--- src/rtl/regfile_write_arbiter.sv ---
// regfile_write_arbiter
// Shares the register bank's single write port between the load unit and the
// ALU writeback path. Loads have strict priority and are always accepted. ALU
// results go through a small pending FIFO, or straight to the write port when
// the FIFO is empty and no load competes. A scoreboard reports which source
// registers still have a write in flight.
//
// Ports
//   clk, reset                    clock, asynchronous active-high reset
//   alu_valid/alu_ready           ALU result handshake (ready depends only on count)
//   alu_addr, alu_data            ALU destination register and result
//   mem_valid, mem_addr, mem_data load result, never back-pressured
//   rf_write_enable/address/value registered write port to the register bank
//   rs1, rs2 -> rs1_busy, rs2_busy  combinational in-flight lookup
//   fifo_count                    occupied ALU FIFO entries
module regfile_write_arbiter #(
    parameter int unsigned DEPTH  = 2,
    parameter int unsigned ADDR_W = 5,
    parameter int unsigned DATA_W = 32
) (
    input  logic                         clk,
    input  logic                         reset,
    input  logic                         alu_valid,
    output logic                         alu_ready,
    input  logic [ADDR_W-1:0]            alu_addr,
    input  logic [DATA_W-1:0]            alu_data,
    input  logic                         mem_valid,
    input  logic [ADDR_W-1:0]            mem_addr,
    input  logic [DATA_W-1:0]            mem_data,
    output logic                         rf_write_enable,
    output logic [ADDR_W-1:0]            rf_write_address,
    output logic [DATA_W-1:0]            rf_write_value,
    input  logic [ADDR_W-1:0]            rs1,
    input  logic [ADDR_W-1:0]            rs2,
    output logic                         rs1_busy,
    output logic                         rs2_busy,
    output logic [$clog2(DEPTH+1)-1:0]   fifo_count
);

    localparam int unsigned CNT_W = $clog2(DEPTH + 1);
    localparam int unsigned PTR_W = (DEPTH > 1) ? $clog2(DEPTH) : 1;

    logic [ADDR_W-1:0] q_addr [DEPTH];
    logic [DATA_W-1:0] q_data [DEPTH];
    logic [DEPTH-1:0]  q_valid;
    logic [PTR_W-1:0]  head;
    logic [PTR_W-1:0]  tail;
    logic [CNT_W-1:0]  count;

    logic mem_take;
    logic alu_live;
    logic fifo_empty;
    logic pop;
    logic bypass;
    logic push;

    // Pointers wrap at DEPTH, which need not be a power of two.
    function automatic logic [PTR_W-1:0] ptr_inc(input logic [PTR_W-1:0] p);
        if (p == PTR_W'(DEPTH - 1)) begin
            return '0;
        end
        return p + PTR_W'(1);
    endfunction

    // Handshake and arbitration decisions; zero-register traffic is filtered out.
    always_comb begin
        alu_ready  = (count < CNT_W'(DEPTH));
        fifo_empty = (count == '0);
        mem_take   = mem_valid && (mem_addr != '0);
        alu_live   = alu_valid && alu_ready && (alu_addr != '0);
        pop        = !mem_take && !fifo_empty;
        bypass     = !mem_take && fifo_empty && alu_live;
        push       = alu_live && !bypass;
    end

    assign fifo_count = count;

    // FIFO control state.
    always_ff @(posedge clk or posedge reset) begin
        if (reset) begin
            head    <= '0;
            tail    <= '0;
            count   <= '0;
            q_valid <= '0;
        end else begin
            // push and pop never hit the same slot: push needs room, pop needs data.
            if (push) begin
                q_valid[tail] <= 1'b1;
                tail          <= ptr_inc(tail);
            end
            if (pop) begin
                q_valid[head] <= 1'b0;
                head          <= ptr_inc(head);
            end
            count <= count + CNT_W'(push) - CNT_W'(pop);
        end
    end

    // FIFO payload storage; contents are qualified by q_valid.
    always_ff @(posedge clk) begin
        if (push) begin
            q_addr[tail] <= alu_addr;
            q_data[tail] <= alu_data;
        end
    end

    // Write-port output register: load, then FIFO head, then ALU bypass.
    always_ff @(posedge clk or posedge reset) begin
        if (reset) begin
            rf_write_enable  <= 1'b0;
            rf_write_address <= '0;
            rf_write_value   <= '0;
        end else if (mem_take) begin
            rf_write_enable  <= 1'b1;
            rf_write_address <= mem_addr;
            rf_write_value   <= mem_data;
        end else if (pop) begin
            rf_write_enable  <= 1'b1;
            rf_write_address <= q_addr[head];
            rf_write_value   <= q_data[head];
        end else if (bypass) begin
            rf_write_enable  <= 1'b1;
            rf_write_address <= alu_addr;
            rf_write_value   <= alu_data;
        end else begin
            rf_write_enable  <= 1'b0;
        end
    end

    // Scoreboard: a register is busy while queued, in the output stage, or
    // arriving from the load unit this cycle. r0 is never busy.
    always_comb begin
        rs1_busy = 1'b0;
        rs2_busy = 1'b0;
        for (int unsigned i = 0; i < DEPTH; i++) begin
            if (q_valid[i] && (q_addr[i] == rs1)) rs1_busy = 1'b1;
            if (q_valid[i] && (q_addr[i] == rs2)) rs2_busy = 1'b1;
        end
        if (rf_write_enable && (rf_write_address == rs1)) rs1_busy = 1'b1;
        if (rf_write_enable && (rf_write_address == rs2)) rs2_busy = 1'b1;
        if (mem_valid && (mem_addr == rs1)) rs1_busy = 1'b1;
        if (mem_valid && (mem_addr == rs2)) rs2_busy = 1'b1;
        if (rs1 == '0) rs1_busy = 1'b0;
        if (rs2 == '0) rs2_busy = 1'b0;
    end

endmodule

--- config.mk ---
export PLATFORM = sky130hd
export DESIGN_NAME = regfile_write_arbiter
export DESIGN_NICKNAME = d
export VERILOG_FILES = /design/src/rtl/regfile_write_arbiter.sv
export SDC_FILE = /design/constraint.sdc
export NUM_CORES = 1
export LEC_CHECK = 0
export ABC_AREA = 1
export CORE_UTILIZATION = 25
export CTS_CLUSTER_SIZE = 30
export DETAILED_ROUTE_END_ITERATION = 12
export PLACE_DENSITY = 0.5
export SYNTH_ARGS = -nofsm -noshare
export SYNTH_HDL_FRONTEND = slang
export SYNTH_SLANG_ARGS = --single-unit
--- constraint.sdc ---
create_clock -name clk -period 1.85 [get_ports clk]
set_input_delay 0.555 -clock clk [delete_from_list [all_inputs] [get_ports clk]]
set_output_delay 0.555 -clock clk [all_outputs]
set_load 0.005 [all_outputs]
==> flow_summary.toml <==
# generated from flow reports
[status]
outcome = "finished, violations left"
failed_checks = "negative setup slack"

[timing]
fin_ws_ns = -0.2718
min_period_over_period_pct = 114.7
max_freq_mhz = 471.3
rsz0062_at_grt = "true"
worst_pin_slew_ns = 0.5033
post-route-min-period_ns = 2.122
setup_viol = 2
slew_headroom_pct = 66.45
finalHoldViolCount = 0
drv_slew = 0

[routing]
wl_met3_um = 921
dr.pass1.iters = 4
avgRoutedWirePerCell_um = 14.46
wl_met2_um = 9088
top_layer_used = "met5"
routed_via_density = 4.267
drc = 0
drt-met1-wl_um = 8905
dr.first_iter.drc_count = 279
vias = 5701
drt_wl_total_um = 19330
final_antenna_net_count = 0

[worst_setup_path]
critPathMaxFanout = 5
cp-end-kind = "output pin"
rrSetupSlack_ns = 0.05
crit_required_ns = 1.29
cp.arrival_ns = 1.57
worstSetupPathType = "reg -> out"
reg2reg_depth = 8
startpoint_type = "flop"
r2r_start = "fifo_count[1]"
reg2reg_to = "q_data[1][16]"

[synth]
avgSynthCellArea_um2 = 7.881
area_leaders = "edfxtp_1, nand2_1, dfrtp_1, nor2_1, nand3_1"
ys_ff = 118
synth_seq_share_pct = 53.31
netlist_logic_family_top = "simple AND/OR/NAND/NOR gates"
yosysMostFrequentCell = "nand2_1"
compound_area_share_pct = 1.445
simple_gate_share_pct = 37.82
synth.largest_area_cell = "edfxtp_1"
ys.flop_type = "edfxtp_1"
ys_warn_count = 0
yosysChipArea_mm2 = 0.006233
fp_nets = 881
top_area_share_pct = 35.65
synthXorXnorAreaFrac_pct = 0.2810
postSynthCellCount = 791
synth-edff-count = 74
muxShareOfSynthArea_pct = 0
ys_cells = 791
synthArstFlopShare_pct = 37.29
syn_area_mm2 = 0.006233
synthAdderAreaFrac_pct = 0.4014
netlist_top_cells_count = "nand2_1, nor2_1, edfxtp_1"
ys_types = 25

[power]
p_total_mw = 12.79
vdd_drop_max_mv = 0.7011
p_leak_nw = 4.649
power.density_mw_per_mm2 = 1351

[clocking]
numCtsBuffers = 17
cts_buffer_depth = 2
clkTransAtPathRegs_ns = 0.06
cts_setup_buffers = 14
cts_resized = 118
cts_tree = "yes"
postCtsHoldBufs = 0
htreeDepth = 4
cts_root_buf = "clkbuf_16"
cts.sinks = 118
clk_latency_ns = 0.42

[place]
dp_hpwl_um = 13340
globalplace.congestion = 0.9148
port_buffers = 130
place_ws_ns = -1.134

[hold_path]
min_from = "rf_write_value[28]"
min_to = "rf_write_value[28]"
hold_depth = 2
hp-class = "reg -> reg"

[floorplan]
fp-utilization_pct = 25.56
dieHeight_um = 159.9
core_area_mm2 = 0.02439
dieWidth_um = 159.9
dieArea_mm2 = 0.02557
rows = 57
ioPinCount = 131

[global_route]
grt-busiest-layer = "met2"
use_met3_pct = 3.818
grt_pass1_vias = 5564
grt_overflow_total = 0
antenna_found_initial = 2
grt_usage_pct = 15.35
use_met2_pct = 25.33
globalRouteMet1Util_pct = 19.77
grt_max_degree = 45
grt_pass1_wl_um = 30310

[job]
drv_cap = 0
warnings = 29

[final_layout]
drive_gt1_share_pct = 21.27
most-common-layout-cells = "nand2_1, nor2_1, edfxtp_1"
mostFrequentLayoutCell = "nand2_1"
nFillCells = 2507
area_growth_pct = 51.89
nets = 1088
[how the worst max path moves through the flow]
stage,start,endpoint,slack [ns],depth (start not counted)
3_5_place_dp,mem_addr[1],rs1_busy,-1.13,10
5_1_grt,q_addr[0][4],rs2_busy,-0.39,8
6_report,rf_write_address[4],rs1_busy,-0.27,8
4_1_cts,q_addr[1][4],rs2_busy,-0.30,8
2_1_floorplan,mem_addr[2],q_addr[0][0],-0.18,7
3_3_place_gp,mem_addr[1],rs1_busy,-1.14,10
[per-stage QoR]
stage | TNS, ns | hold WS, ns | area, um2 | util (%) | instances
final | -0.5303 | 0.4875 | 9468 | 38.82 | 1336
after global placement | -84.16 | 0.4796 | 8417 | 34.51 | 1276
after detailed placement | -81.75 | 0.4817 | 8417 | 34.51 | 1276
after global routing | -0.8023 | 0.5259 | 9465 | 38.81 | 1335
after floorplan | -13.10 | 0.4820 | 6289 | - | 791
after CTS | -0.7086 | 0.4919 | 9210 | 37.76 | 1322
[where the power goes]
part           switching, mW  leakage [nW]  internal, mW
logic                   2.72          3.15          2.42
clock network           1.16         0.310          2.43
registers              0.411          1.19          3.64
[critical path, stage by stage, from the launching register on]
cell and delay, ns:
dfrtp_2 0.47, nand2_2 0.08, nand2_1 0.05, nor2_1 0.10, nand3_1 0.10, nand2_1 0.10
nor2_2 0.05, nor2_1 0.09, buf_2 0.12
[registers in the layout (all words and copies together), names as in the netlist]
name and count:
q_data 64, rf_write_value 32, q_addr 10, rf_write_address 5, fifo_count 2, q_valid 2
head 1, rf_write_enable 1, tail 1
[area by class of cell]
class	instances	area, um2	area share (%)
tap	324	405.4	4.282
clock buffer	25	505.5	5.339
timing repair buffer	224	2253	23.80
multi-input combinational	583	2620	27.67
clock inverter	7	140.1	1.480
inverter	54	212.7	2.247
sequential	118	3328	35.15
antenna	1	2.502	0.02643
Fig. 1: nets reached from selected ports
Scale: 2 px per um.
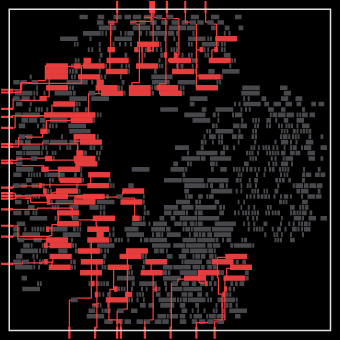
- red: alu_data (direction input; edge 17 left, 8 bottom, 7 top; end cells 96; buffers 32; wire 1420 um)

Fig. 2: routed clock nets over the placement
Scale: 3 px per um.
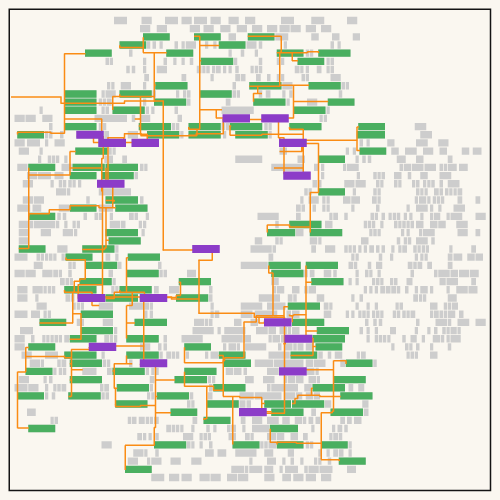
- purple: cells driving clock nets (count 17)
- orange: clock wires (length 1740 um)
- green: flip-flops (count 118)
- routed clock nets: 18
P_clk: 3.59 mW
Setup Skew: 0.008819 ns

Power figures rest on the tool's default switching activity, not on a simulated workload.
